### config.mk
export PLATFORM = sky130hd
export DESIGN_NAME = player_motion_flat
export DESIGN_NICKNAME = d
export VERILOG_FILES = /design/src/rtl/game_pkg.sv /design/src/rtl/player_motion_if.sv /design/src/rtl/step_timer.sv /design/src/rtl/player_motion.sv /design/src/flat_wrapper.sv
export SDC_FILE = /design/constraint.sdc
export NUM_CORES = 1
export LEC_CHECK = 0
export ABC_CLOCK_PERIOD_IN_PS = 4600
export CORE_ASPECT_RATIO = 0.9
export CORE_MARGIN = 1
export CORE_UTILIZATION = 40
export CTS_CLUSTER_SIZE = 14
export DETAILED_ROUTE_END_ITERATION = 16
export GPL_TIMING_DRIVEN = 1
export SETUP_SLACK_MARGIN = 0.15
export SYNTH_ARGS = -nofsm -noshare
export SYNTH_HDL_FRONTEND = slang
export SYNTH_SLANG_ARGS = --single-unit
### constraint.sdc
create_clock -name clk -period 4.6 [get_ports clk]
set_input_delay 1.15 -clock clk [delete_from_list [all_inputs] [get_ports clk]]
set_output_delay 1.15 -clock clk [all_outputs]
set_load 0.01 [all_outputs]
### src/rtl/game_pkg.sv
// Shared game definitions: one-hot direction codes, grid defaults and
// the direction helper functions used by motion and rendering logic.
package game_pkg;

  localparam logic [3:0] DIR_RIGHT = 4'b0001;
  localparam logic [3:0] DIR_UP    = 4'b0010;
  localparam logic [3:0] DIR_DOWN  = 4'b0100;
  localparam logic [3:0] DIR_LEFT  = 4'b1000;

  localparam int GRID_W_DEF = 40;
  localparam int GRID_H_DEF = 30;

  typedef enum logic {
    ST_IDLE = 1'b0,
    ST_RUN  = 1'b1
  } motion_state_t;

  function automatic logic is_onehot4(input logic [3:0] d);
    return (d != 4'b0000) && ((d & (d - 4'd1)) == 4'b0000);
  endfunction

  function automatic logic is_opposite(input logic [3:0] a, input logic [3:0] b);
    return ((a == DIR_RIGHT) && (b == DIR_LEFT))  ||
           ((a == DIR_LEFT)  && (b == DIR_RIGHT)) ||
           ((a == DIR_UP)    && (b == DIR_DOWN))  ||
           ((a == DIR_DOWN)  && (b == DIR_UP));
  endfunction

endpackage

### src/rtl/player_motion_if.sv
// Bundle between the input/render side and player_motion. move_dir and
// enable are level-held requests (no handshake); step_valid and wrapped
// are single-cycle pulses that qualify the registered position/heading.
interface player_motion_if #(
  parameter int X_W = 6,
  parameter int Y_W = 5
);
  import game_pkg::*;

  logic [3:0]     move_dir;
  logic           enable;
  logic [X_W-1:0] pos_x;
  logic [Y_W-1:0] pos_y;
  logic [3:0]     head_dir;
  logic           step_valid;
  logic           wrapped;
  motion_state_t  state;

  modport master (
    output move_dir, enable,
    input  pos_x, pos_y, head_dir, step_valid, wrapped, state
  );

  modport slave (
    input  move_dir, enable,
    output pos_x, pos_y, head_dir, step_valid, wrapped, state
  );

endinterface

### src/rtl/step_timer.sv
// Free-running step divider: tick is high on the terminal count while
// run is asserted; the count is forced to zero whenever run drops.
module step_timer #(
  parameter int TICK_DIV = 25_000_000,
  parameter int CNT_W    = 25
) (
  input  logic clk,
  input  logic rst,
  input  logic run,
  output logic tick
);

  localparam logic [CNT_W-1:0] TERM = CNT_W'(TICK_DIV - 1);

  logic [CNT_W-1:0] count;

  assign tick = run && (count == TERM);

  always_ff @(posedge clk or posedge rst) begin
    if (rst) begin
      count <= '0;
    end else if (!run || (count == TERM)) begin
      count <= '0;
    end else begin
      count <= count + 1'b1;
    end
  end

endmodule

### src/rtl/player_motion.sv
// Player head motion: IDLE/RUN control, reversal-safe direction filter
// and wrapping one-cell-per-tick position update.
module player_motion
  import game_pkg::*;
#(
  parameter int GRID_W   = GRID_W_DEF,
  parameter int GRID_H   = GRID_H_DEF,
  parameter int X_W      = 6,
  parameter int Y_W      = 5,
  parameter int TICK_DIV = 25_000_000,
  parameter int CNT_W    = 25,
  parameter int START_X  = 20,
  parameter int START_Y  = 15
) (
  input  logic           clk,
  input  logic           rst,
  player_motion_if.slave bus
);

  localparam logic [X_W-1:0] LAST_X = X_W'(GRID_W - 1);
  localparam logic [Y_W-1:0] LAST_Y = Y_W'(GRID_H - 1);

  motion_state_t  state, next_state;
  logic           run, tick, accept, next_wrap;
  logic [X_W-1:0] pos_x, next_x;
  logic [Y_W-1:0] pos_y, next_y;
  logic [3:0]     head_dir, pending_dir;
  logic           step_valid, wrapped;

  always_ff @(posedge clk or posedge rst) begin
    if (rst) state <= ST_IDLE;
    else     state <= next_state;
  end

  always_comb begin
    next_state = state;
    case (state)
      ST_IDLE: if (bus.enable)  next_state = ST_RUN;
      ST_RUN:  if (!bus.enable) next_state = ST_IDLE;
    endcase
  end

  // Dropping enable at the terminal count suppresses the step and clears the count.
  assign run = (state == ST_RUN) && bus.enable;

  step_timer #(
    .TICK_DIV (TICK_DIV),
    .CNT_W    (CNT_W)
  ) u_step_timer (
    .clk  (clk),
    .rst  (rst),
    .run  (run),
    .tick (tick)
  );

  // Reversal is judged against the committed heading, not the pending one.
  assign accept = is_onehot4(bus.move_dir) && !is_opposite(bus.move_dir, head_dir);

  always_comb begin
    next_x    = pos_x;
    next_y    = pos_y;
    next_wrap = 1'b0;
    case (pending_dir)
      DIR_RIGHT: if (pos_x == LAST_X) begin next_x = '0;     next_wrap = 1'b1; end
                 else                       next_x = pos_x + 1'b1;
      DIR_LEFT:  if (pos_x == '0)     begin next_x = LAST_X; next_wrap = 1'b1; end
                 else                       next_x = pos_x - 1'b1;
      DIR_UP:    if (pos_y == '0)     begin next_y = LAST_Y; next_wrap = 1'b1; end
                 else                       next_y = pos_y - 1'b1;
      DIR_DOWN:  if (pos_y == LAST_Y) begin next_y = '0;     next_wrap = 1'b1; end
                 else                       next_y = pos_y + 1'b1;
      default: ;
    endcase
  end

  always_ff @(posedge clk or posedge rst) begin
    if (rst) begin
      pos_x       <= X_W'(START_X);
      pos_y       <= Y_W'(START_Y);
      head_dir    <= DIR_RIGHT;
      pending_dir <= DIR_RIGHT;
      step_valid  <= 1'b0;
      wrapped     <= 1'b0;
    end else begin
      step_valid <= tick;
      wrapped    <= tick && next_wrap;
      if (tick) begin
        pos_x    <= next_x;
        pos_y    <= next_y;
        head_dir <= pending_dir;
      end else if (accept) begin
        pending_dir <= bus.move_dir;
      end
    end
  end

  assign bus.pos_x      = pos_x;
  assign bus.pos_y      = pos_y;
  assign bus.head_dir   = head_dir;
  assign bus.step_valid = step_valid;
  assign bus.wrapped    = wrapped;
  assign bus.state      = state;

endmodule
### src/flat_wrapper.sv
// flat-port wrapper written by rule: the top's interface ports become plain ports
module player_motion_flat import game_pkg::*;
#(
  parameter int GRID_W   = GRID_W_DEF,
  parameter int GRID_H   = GRID_H_DEF,
  parameter int X_W      = 6,
  parameter int Y_W      = 5,
  parameter int TICK_DIV = 25_000_000,
  parameter int CNT_W    = 25,
  parameter int START_X  = 20,
  parameter int START_Y  = 15
)
  (clk, rst, bus_move_dir, bus_enable, bus_pos_x, bus_pos_y, bus_head_dir, bus_step_valid, bus_wrapped, bus_state);
  player_motion_if #(.X_W(X_W), .Y_W(Y_W)) bus_i ();
  input  logic clk;
  input  logic rst;
  input wire logic [$bits(bus_i.move_dir)-1:0] bus_move_dir;
  input wire logic [$bits(bus_i.enable)-1:0] bus_enable;
  output wire logic [$bits(bus_i.pos_x)-1:0] bus_pos_x;
  output wire logic [$bits(bus_i.pos_y)-1:0] bus_pos_y;
  output wire logic [$bits(bus_i.head_dir)-1:0] bus_head_dir;
  output wire logic [$bits(bus_i.step_valid)-1:0] bus_step_valid;
  output wire logic [$bits(bus_i.wrapped)-1:0] bus_wrapped;
  output wire logic [$bits(bus_i.state)-1:0] bus_state;
  assign bus_i.move_dir = bus_move_dir;
  assign bus_i.enable = bus_enable;
  assign bus_pos_x = bus_i.pos_x;
  assign bus_pos_y = bus_i.pos_y;
  assign bus_head_dir = bus_i.head_dir;
  assign bus_step_valid = bus_i.step_valid;
  assign bus_wrapped = bus_i.wrapped;
  assign bus_state = bus_i.state;
  player_motion #(.GRID_W(GRID_W), .GRID_H(GRID_H), .X_W(X_W), .Y_W(Y_W), .TICK_DIV(TICK_DIV), .CNT_W(CNT_W), .START_X(START_X), .START_Y(START_Y)) u_core (.clk(clk), .rst(rst), .bus(bus_i));
endmodule
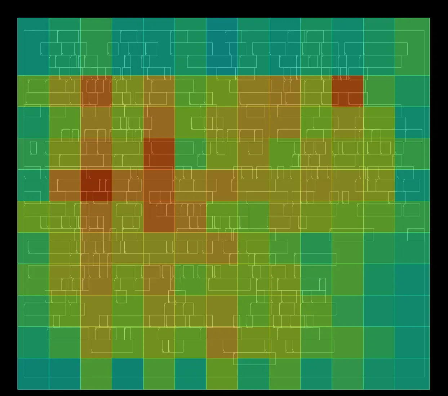
run_1/final_congestion.png
GR Util met1: 0.2567
grt peak-use layer: met2

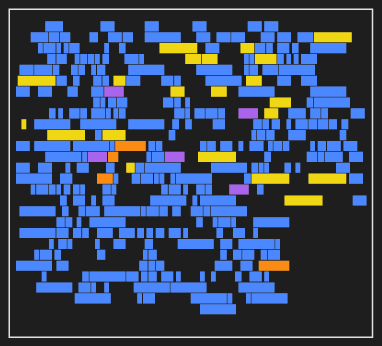
run_1/drive_strength.png
Scale: 4 px per um.
drive 6 and up -> purple  # cells 5, share 1.6%
drive 1 or less -> blue  # cells 290, share 91%
drive 2 -> yellow  # cells 21, share 6.6%
drive 3 to 4 -> orange  # cells 4, share 1.3%
Final Cell Area: 3199 um2
Syn-to-layout area delta: 13.59%
setup ws final: 1766 ps
count of plain and timing-repair buffers: 25

==> impl_metrics.ini, run 1 <==
; physical design summary
[clock_network]
hold_buffers = 0
cts_root_buffer = clkbuf_8
cts.sinks = 47
ctsResizeCount = 0
h-tree-depth = 2
path_clk_slew_ps = 80
cts_made_buffers = 5
cts_buffer_depth = 2
tritoncts = built

[placement]
hpwl_mm = 4.085
port_buffers = 24
gp_congestion = 0.8007

[yosys]
ys_seq_share = 0.4211
yosys-stat-area_um2 = 2816
synth_warnings = 0
synth_cells = 302
ys_ff = 47
yosys.cell_types.count = 56
avgSynthCellArea_um2 = 9.326
async_flop_share = 1.000
synth_area_um2 = 2816

[sta]
slew_headroom = 0.3570
final-max-slew-violation-count = 0
rsz0062_at_grt = false
hold_ws_ps = 515.6
hold_viol = 0
skew_ps = 5.412
finalSetupViolCount = 0
timing.final.crit_share = 0.6161
fmax_mhz = 352.9
min_period_ps = 2834
worst_slew_pin_slew_ps = 963.0

[critical_path]
endpoint_kind = register
ff2ff_setup_slack_ps = 1890
cp.arrival_ps = 3030
reg2reg_depth = 6
criticalPathCategory = primary input to register
reg2reg_from = u_core.u_step_timer.count[0]$_DFF_PP0_
cp-start-kind = primary input
max_stage_delay_ps = 550
rr_endpoint = u_core.pending_dir[3]$_DFFE_PP0P_
worst_path_max_delay_cell = clkdlybuf4s50_1
required_ps = 4790
cp-startpoint = bus_enable
path_cells = clkdlybuf4s50_1 -> nand4_1 -> nor4_1 -> nand3_1 -> a31o_2 -> a32o_1
worst-path-max-fanout = 11
path_delay_family = simple AND/OR/NAND/NOR gates

[layout]
seq_area_um2 = 1186
lay_top_count = dfrtp_1
logic_area_um2 = 1535
fillers = 634
drive_above_1_share = 0.09375
fin_nets = 333
final_cell_mix = 39 x dfrtp_1, 37 x nor2_1, 24 x clkdlybuf4s50_1, 19 x xnor2_1, 19 x o21ai_0
antenna_cells = 0

[route]
viasPerCell = 5.461
drc_errors = 0
ant_nets = 0
dr.pass1.iters = 4
drt_iter0_drc = 109
finalWirelength_mm = 5.906
dr_total_vias = 2239

[global_routing]
grt_pass1_wl_mm = 10.33
grt_max_degree = 48
antenna_found_initial = 0
grt_use_total = 0.1740
grt_pass1_vias = 2147

[worst_hold_path]
whs_path_depth = 1
hp-class = register to register

[status]
status = finished clean

[floorplanning]
initCoreUtil = 0.4209
fp.coreArea_um2 = 6691
die_y_um = 81.61
die-area_um2 = 7381
ios = 25
die_w_um = 90.45

[pwr]
power.density_nw_per_um2 = 234.1
power.leakage_nw = 1.169
ir_drop_v = 0.0001644

[job]
drv_cap = 0
warnings = 30
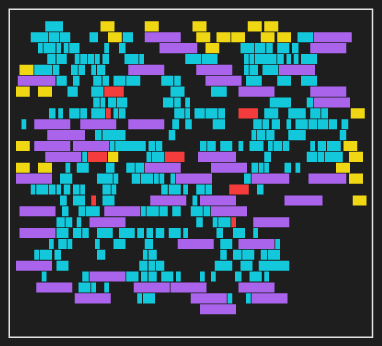
run_1/cell_classes.png
Scale: 4 px per um.
other buffers and delay cells -> yellow  # cells 25
all other logic -> cyan  # cells 240
flip-flops -> purple  # cells 47
clock drivers and dummy loads -> red  # cells 8
flop share of the area: 0.3707
fin util: 0.4781
# rows: 28

run 1: layout make-up:
cell class / count / area share
multi-input combinational: 230 / 0.4799
sequential: 47 / 0.3707
clock buffer: 8 / 0.02503
tap: 90 / 0.03520
inverter: 10 / 0.01173
timing repair buffer: 25 / 0.07743
run 1: sequential cells by signal, summed over array words and instances (netlist names):
register and flops:
u_core.bus.head_dir 4, u_core.bus.pos_x 6, u_core.bus.step_valid 1, u_core.bus.pos_y 5, u_core.bus.state 1, u_core.bus.wrapped 1, u_core.u_step_timer.count 25, u_core.pending_dir 4
run 1: cells in the mapped netlist (5+ instances only):
cell	instances	share of area
clkbuf_1	14	0.019
inv_1	10	0.013
xnor2_1	19	0.059
and3_1	5	0.011
o31ai_1	6	0.016
nand3_1	17	0.030
ha_1	7	0.031
dfrtp_1	39	0.35
nand2_1	15	0.020
and4_1	5	0.016
xor2_1	5	0.016
a21oi_1	12	0.021
nand4_1	5	0.011
nor3_1	12	0.021
o21ai_0	19	0.034
dfstp_2	8	0.075
nor2_1	37	0.049
nor4_1	13	0.029
run 1: layer usage:
metal,GRT usage,up-vias,routed length (um)
met5,0,-,0
met4,0.04355,0,60
met3,0.03056,7,144
met2,0.2641,30,2435
met1,0.2567,1064,3266
li1,-,1138,-
run 1: how the worst min path moves through the flow:
stage / startpoint / to / slack (ps)
floorplan: u_core.u_step_timer.count[0]$_DFF_PP0_ / u_core.u_step_timer.count[0]$_DFF_PP0_ / 470
global placement: u_core.u_step_timer.count[0]$_DFF_PP0_ / u_core.u_step_timer.count[0]$_DFF_PP0_ / 500
detailed placement: u_core.u_step_timer.count[0]$_DFF_PP0_ / u_core.u_step_timer.count[0]$_DFF_PP0_ / 510
CTS: u_core.u_step_timer.count[0]$_DFF_PP0_ / u_core.u_step_timer.count[0]$_DFF_PP0_ / 520
global route: u_core.u_step_timer.count[0]$_DFF_PP0_ / u_core.u_step_timer.count[0]$_DFF_PP0_ / 570
finish: u_core.u_step_timer.count[0]$_DFF_PP0_ / u_core.u_step_timer.count[0]$_DFF_PP0_ / 520
run 1: logic make-up (layout without fill, tap and decap cells):
group	Yosys count	after routing	share of synthesized area
simple gates	133	133	0.2719
mux	9	9	0.03554
buf+inv	25	43	0.03376
fa+ha+maj	8	8	0.03465
xor+xnor	24	24	0.07463
compound gates	56	56	0.1284
flops	47	47	0.4211
run 1: worst reg2reg max path: cells and delay by family, from the launching register on:
family        cells  cell delay, ps
fa+ha+maj         1             290
simple gates      4            1550
flops             1             410
mux               1             340
run 1: report_power, final:
group | switching (mW) | leakage (nW) | internal (mW) | total, mW
Sequential | 0.0206 | 0.618 | 0.422 | 0.443
Combinational | 0.0356 | 0.512 | 0.0293 | 0.0650
Clock | 0.133 | 0.0395 | 0.108 | 0.241
Total | 0.189 | 1.17 | 0.560 | 0.749
run 1: through the flow:
step	setup slack (ps)	area, um2	util	total power [mW]	std cells
floorplan	2121	2816	-	0.4958	302
global placement	1541	3119	0.4662	0.5148	402
detailed placement	1461	3119	0.4662	0.5161	402
CTS	1775	3199	0.4781	0.7612	410
global route	1523	3199	0.4781	0.7884	410
finish	1766	3199	0.4781	0.7490	410
run_1/met1.png
Scale: 4 px per um.
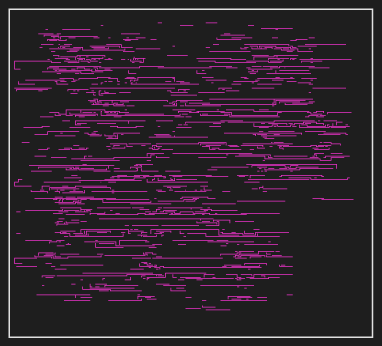

==> inputs of run 2 (changes only) <==
- ABC_CLOCK_PERIOD_IN_PS: 4600 -> 2500
- clock period: 4.6 -> 2.5 ns (I/O delays scaled with it)
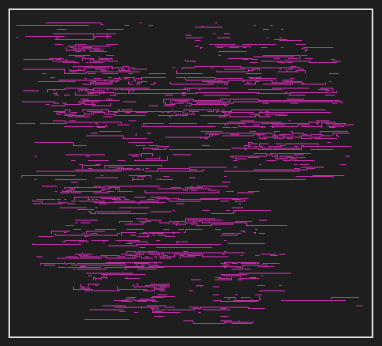
run_2/met1.png
Scale: 4 px per um.
main direction = horizontal
wire length on this layer = 3,290 um
nets with wire on the layer = 315
share of all routed wire = 53%

==> impl_metrics.ini, run 2 <==
; physical design summary
[sta]
slew_headroom = 0.6097
hold_viol = 0
skew_ps = 9.687
finalSetupViolCount = 0
rsz0062_at_grt = false
final-max-slew-violation-count = 0
worst_slew_pin_slew_ps = 580.9
min_period_ps = 2268

[layout]
logic_area_um2 = 1579
seq_area_um2 = 1187
lay_top_count = dfrtp_1
synthToLayoutAreaGrowth_pct = 22.21
final_cell_mix = 38 x dfrtp_1, 37 x nor2_1, 24 x clkdlybuf4s50_1, 19 x xnor2_1, 19 x o21ai_0
drive_above_1_share = 0.1657
fillers = 617
largest_reg_flops = 25
largestRegisters = u_core.u_step_timer.count x25, u_core.bus.pos_x x6, u_core.bus.pos_y x5
fin_nets = 351

[critical_path]
worst_path_max_delay_cell = or4bb_4
criticalPathCategory = register to register
required_ps = 2690
worst-path-max-fanout = 4
cp-start-kind = register
path_cells = or4bb_4 -> or2_4 -> nor4_4 -> nor4b_2 -> buf_4 -> mux2_1
reg2reg_depth = 6

[pwr]
power.leakage_nw = 1.291
power.density_nw_per_um2 = 451.9
ir_drop_v = 0.0002179

[route]
dr.pass1.iters = 4
dr_total_vias = 2327
ant_nets = 0
drt_iter0_drc = 108
viasPerCell = 5.437

[yosys]
yosys-stat-area_um2 = 2816
synth_warnings = 0
ys_seq_share = 0.4211
async_flop_share = 1.000
ys_ff = 47
most_common_cell = dfrtp_1
avgSynthCellArea_um2 = 9.326
top_cells_by_count = 39 x dfrtp_1, 37 x nor2_1, 19 x o21ai_0, 19 x xnor2_1, 17 x nand3_1
synth_cells = 302
top_area_cell = dfrtp_1

[floorplanning]
die-area_um2 = 7381
num_rows = 28
die_w_um = 90.45
die_y_um = 81.61
fp.coreArea_um2 = 6691
ios = 25

[worst_hold_path]
hp-class = register to register
whs_path_depth = 2

[global_routing]
grt_pass1_vias = 2102
grt_pass1_wl_mm = 10.18
grt_use_total = 0.1726

[clock_network]
cts_buffer_depth = 2
tritoncts = built
hold_buffers = 0
cts_made_buffers = 5
cts_root_buffer = clkbuf_8
h-tree-depth = 2

[status]
status = finished clean

[placement]
port_buffers = 24

[job]
drv_cap = 0
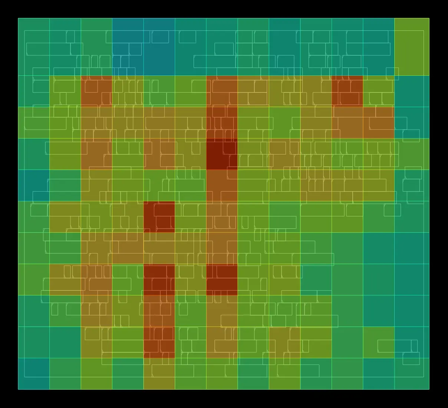
run_2/final_congestion.png
GR Util met1: 0.2490
met2 usage: 0.2695
fin util: 0.5144

## run 2: cell counts after synthesis
Identical to the previous run, type by type.
## run 2: per-layer routing
metal,up-vias,routed length [um],global-route usage
li1,1178,-,-
met2,36,2644,0.2695
met3,5,170,0.02500
met5,-,0,0
met1,1108,3287,0.2490
met4,0,59,0.05323
## run 2: cell families (layout without fill, tap and decap cells)
group / Yosys count / after routing / synth area share
flip-flops: 47 / 47 / 0.4211
XOR/XNOR: 24 / 24 / 0.07463
multiplexers: 9 / 9 / 0.03554
adder cells (fa/ha/maj): 8 / 8 / 0.03465
AND-OR/OR-AND: 56 / 56 / 0.1284
buffers and inverters: 25 / 61 / 0.03376
AND/OR/NAND/NOR: 133 / 133 / 0.2719
## run 2: final timing paths
check	from	to	slack (ps)
setup / recovery	u_core.u_step_timer.count[17]$_DFF_PP0_	u_core.pending_dir[3]$_DFFE_PP0P_	230
min in group asynchronous	rst	u_core.u_step_timer.count[2]$_DFF_PP0_	680
hold / removal	u_core.bus.pos_y[1]$_DFFE_PP1P_	u_core.bus.pos_y[1]$_DFFE_PP1P_	530
setup reg to reg	u_core.u_step_timer.count[17]$_DFF_PP0_	u_core.pending_dir[3]$_DFFE_PP0P_	230
hold reg to reg	u_core.bus.pos_y[1]$_DFFE_PP1P_	u_core.bus.pos_y[1]$_DFFE_PP1P_	530
max in group asynchronous	rst	u_core.bus.pos_x[2]$_DFFE_PP1P_	1540
## run 2: repair_timing
item	4_1_cts	5_1_grt
pin swaps	1	2
endpoints found under the hold margin	0	0
setup buffers	2	2
gates resized	2	7
endpoints found under the setup margin	2	8
## run 2: area by class of cell
cell class              instances  area share
clock buffers                   6     0.02399
repair buffers                 43      0.1185
clock inverters                 2     0.01018
inverters                      10     0.01091
flip-flops and latches         47      0.3450
well taps                      90     0.03272
multi-input cells             230      0.4587
## run 2: power breakdown
part | switching [mW] | internal [mW]
registers | 0.0168 | 0.777
clock network | 0.260 | 0.324
logic | 0.0968 | 0.0813
total | 0.373 | 1.18
## run 2: metrics by stage
stage	setup WS (ps)	instance area [um2]	instances	total power, mW
after global routing	164.0	3442	428	1.622
final	231.6	3442	428	1.555
after global placement	69.65	3249	416	0.9783
after detailed placement	58.03	3249	416	0.9804
after CTS	154.0	3395	426	1.574
after floorplan	184.7	2816	302	0.9124
## run 2: worst max-delay path, delay by kind of cell, from the launching register on
| kind | cells | cell delay, ps |
|---|---|---|
| buffers and inverters | 1 | 160 |
| multiplexers | 1 | 310 |
| AND/OR/NAND/NOR | 4 | 1290 |
| flip-flops | 1 | 400 |
run_2/drive_strength.png
Scale: 4 px per um.
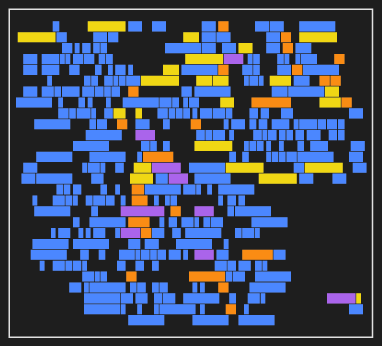

==> inputs of run 3 (changes only) <==
- PLACE_DENSITY: default -> 0.64
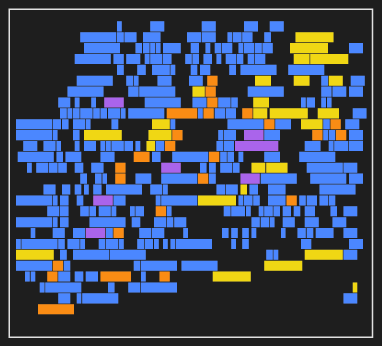
run_3/drive_strength.png
Scale: 4 px per um.
drive 6 and up -> purple  # cells 7, share 2.1%
drive 3 to 4 -> orange  # cells 25, share 7.4%
drive 2 -> yellow  # cells 26, share 7.6%
drive 1 or less -> blue  # cells 282, share 83%
setup ws final: 201.4 ps
Final Cell Area: 3415 um2
Syn-to-layout area delta: 21.23%

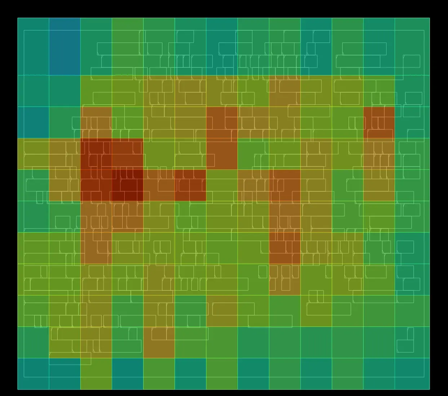
run_3/final_congestion.png
fin util: 0.5103
routed len/inst: 14.27 um
Global Route Usage Sum: 0.1745

==> impl_metrics.ini, run 3 <==
; physical design summary
[status]
status = finished clean

[clock_network]
cts_root_buffer = clkbuf_8
cts_made_buffers = 5
cts_buffer_depth = 2
h-tree-depth = 2
hold_buffers = 0

[critical_path]
ff2ff_setup_slack_ps = 200
reg2reg_depth = 6
required_ps = 2680
cp-startpoint = u_core.u_step_timer.count[9]$_DFF_PP0_
endpoint = u_core.pending_dir[3]$_DFFE_PP0P_

[pwr]
ir_drop_v = 0.0002711
power.density_nw_per_um2 = 452.1

[placement]
port_buffers = 24
dp_cells = 420
placed_cell_area_um2 = 3254

[sta]
hold_viol = 0
min_period_ps = 2299
worst_slew_pin_slew_ps = 598.0
final-max-slew-violation-count = 0

[floorplanning]
num_rows = 28
die-area_um2 = 7381
fp.coreArea_um2 = 6691

[job]
drv_cap = 0

[global_routing]
grt_pass1_vias = 2093
met3_usage = 0.03056
gr-usage-met1 = 0.2519
top_usage_layer = met2
grt_pass1_wl_mm = 10.21

[yosys]
top_cells_by_count = 39 x dfrtp_1, 37 x nor2_1, 19 x o21ai_0, 19 x xnor2_1, 17 x nand3_1
synth_cells = 302
ys_ff = 47
synth_warnings = 0
avgSynthCellArea_um2 = 9.326
ys_seq_share = 0.4211
yosys-stat-area_um2 = 2816
most_common_cell = dfrtp_1
async_flop_share = 1.000

[layout]
largest_reg_flops = 25
fillers = 627
largestRegisters = u_core.u_step_timer.count x25, u_core.bus.pos_x x6, u_core.bus.pos_y x5
final_cell_mix = 37 x nor2_1, 37 x dfrtp_1, 24 x clkdlybuf4s50_1, 21 x buf_4
stdcell_count = 430

[route]
ant_nets = 0

[worst_hold_path]
hp-class = register to register
## run 3: layer usage
| metal | wire length, um | vias to the layer above |
|---|---|---|
| li1 | - | 1174 |
| met1 | 3160 | 1139 |
| met2 | 2692 | 53 |
| met3 | 220 | 5 |
| met4 | 63 | 0 |
| met5 | 0 | - |
## run 3: layout make-up
class / count / area [um2] / share of cell area
Sequential cell: 47 / 1189 / 0.3481
Tap cell: 90 / 112.6 / 0.03298
Inverter: 10 / 37.54 / 0.01099
Timing Repair Buffer: 45 / 397.9 / 0.1165
Clock buffer: 6 / 82.58 / 0.02418
Multi-Input combinational cell: 230 / 1560 / 0.4569
Clock inverter: 2 / 35.03 / 0.01026
## run 3: how the worst min path moves through the flow
| stage | cells after the start | endpoint |
|---|---|---|
| floorplan | 1 | u_core.u_step_timer.count[0]$_DFF_PP0_ |
| global placement | 1 | u_core.u_step_timer.count[0]$_DFF_PP0_ |
| detailed placement | 1 | u_core.u_step_timer.count[0]$_DFF_PP0_ |
| CTS | 1 | u_core.u_step_timer.count[0]$_DFF_PP0_ |
| global route | 2 | u_core.bus.pos_y[1]$_DFFE_PP1P_ |
| finish | 2 | u_core.bus.pos_y[1]$_DFFE_PP1P_ |
## run 3: through the flow
stage | hold slack, ps | power, mW
floorplan | 469.1 | 0.9124
global placement | 495.1 | 0.9686
detailed placement | 509.7 | 0.9704
CTS | 521.1 | 1.551
global route | 548.4 | 1.603
finish | 521.4 | 1.544
## run 3: logic make-up (layout without fill, tap and decap cells)
| family | after synthesis | after routing | share of synthesized area |
|---|---|---|---|
| buf+inv | 25 | 63 | 0.03376 |
| xor+xnor | 24 | 24 | 0.07463 |
| mux | 9 | 9 | 0.03554 |
| compound gates | 56 | 56 | 0.1284 |
| fa+ha+maj | 8 | 8 | 0.03465 |
| simple gates | 133 | 133 | 0.2719 |
| flops | 47 | 47 | 0.4211 |
## run 3: repair_timing
action	4_1_cts	5_1_grt
setup endpoints to repair	0	24
setup buffers	0	2
resized	0	7
## run 3: where the power goes
group / switching (mW) / internal, mW
combinational: 0.0848 / 0.0747
sequential: 0.0237 / 0.777
clock: 0.260 / 0.324
## run 3: critical path: cells and delay by family (launching register included)
family,cells,cell delay [ps]
mux,1,310
flops,1,450
simple gates,4,1260
buf+inv,1,160

==> layout pictures side by side <==
Zoomed window.
Window x 10 to 35, y 49 to 74 um. Cells in gray, sequential cells in the stronger gray; small squares are vias.
image #1
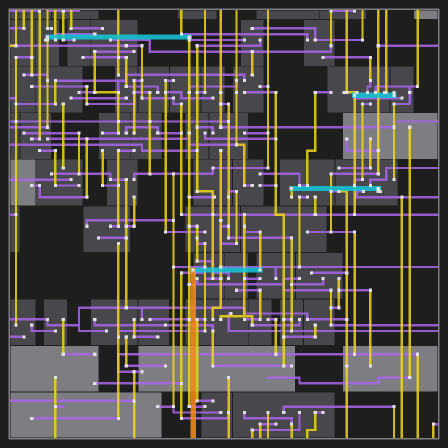
image #2
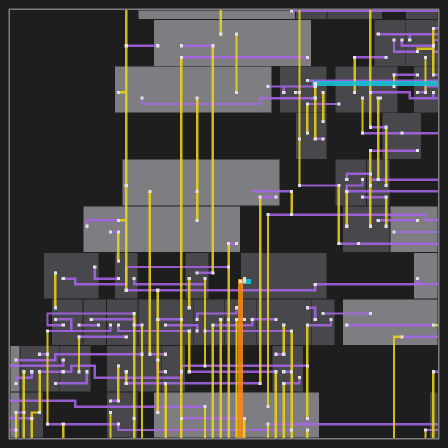
image #3
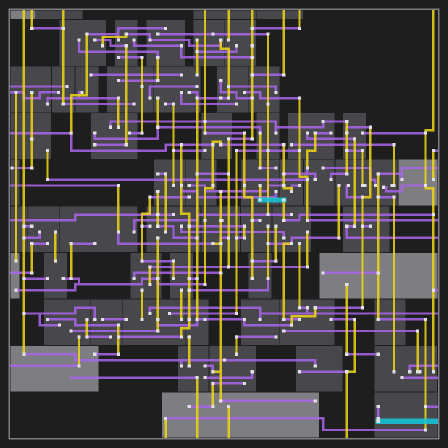
image #2: run 3
image #3: run 2
image #1: run 1

Key to image #1:
met2 -> yellow
met4 -> orange
met3 -> cyan
met1 -> purple
sequential cells in the window = 5
netlist names of flops here include = `u_core.bus.pos_x` (5)
most frequent = o21ai_0 (6), nor2_1 (6)
cells with their middle in the window = 47

Power figures rest on the tool's default switching activity, not on a simulated workload.
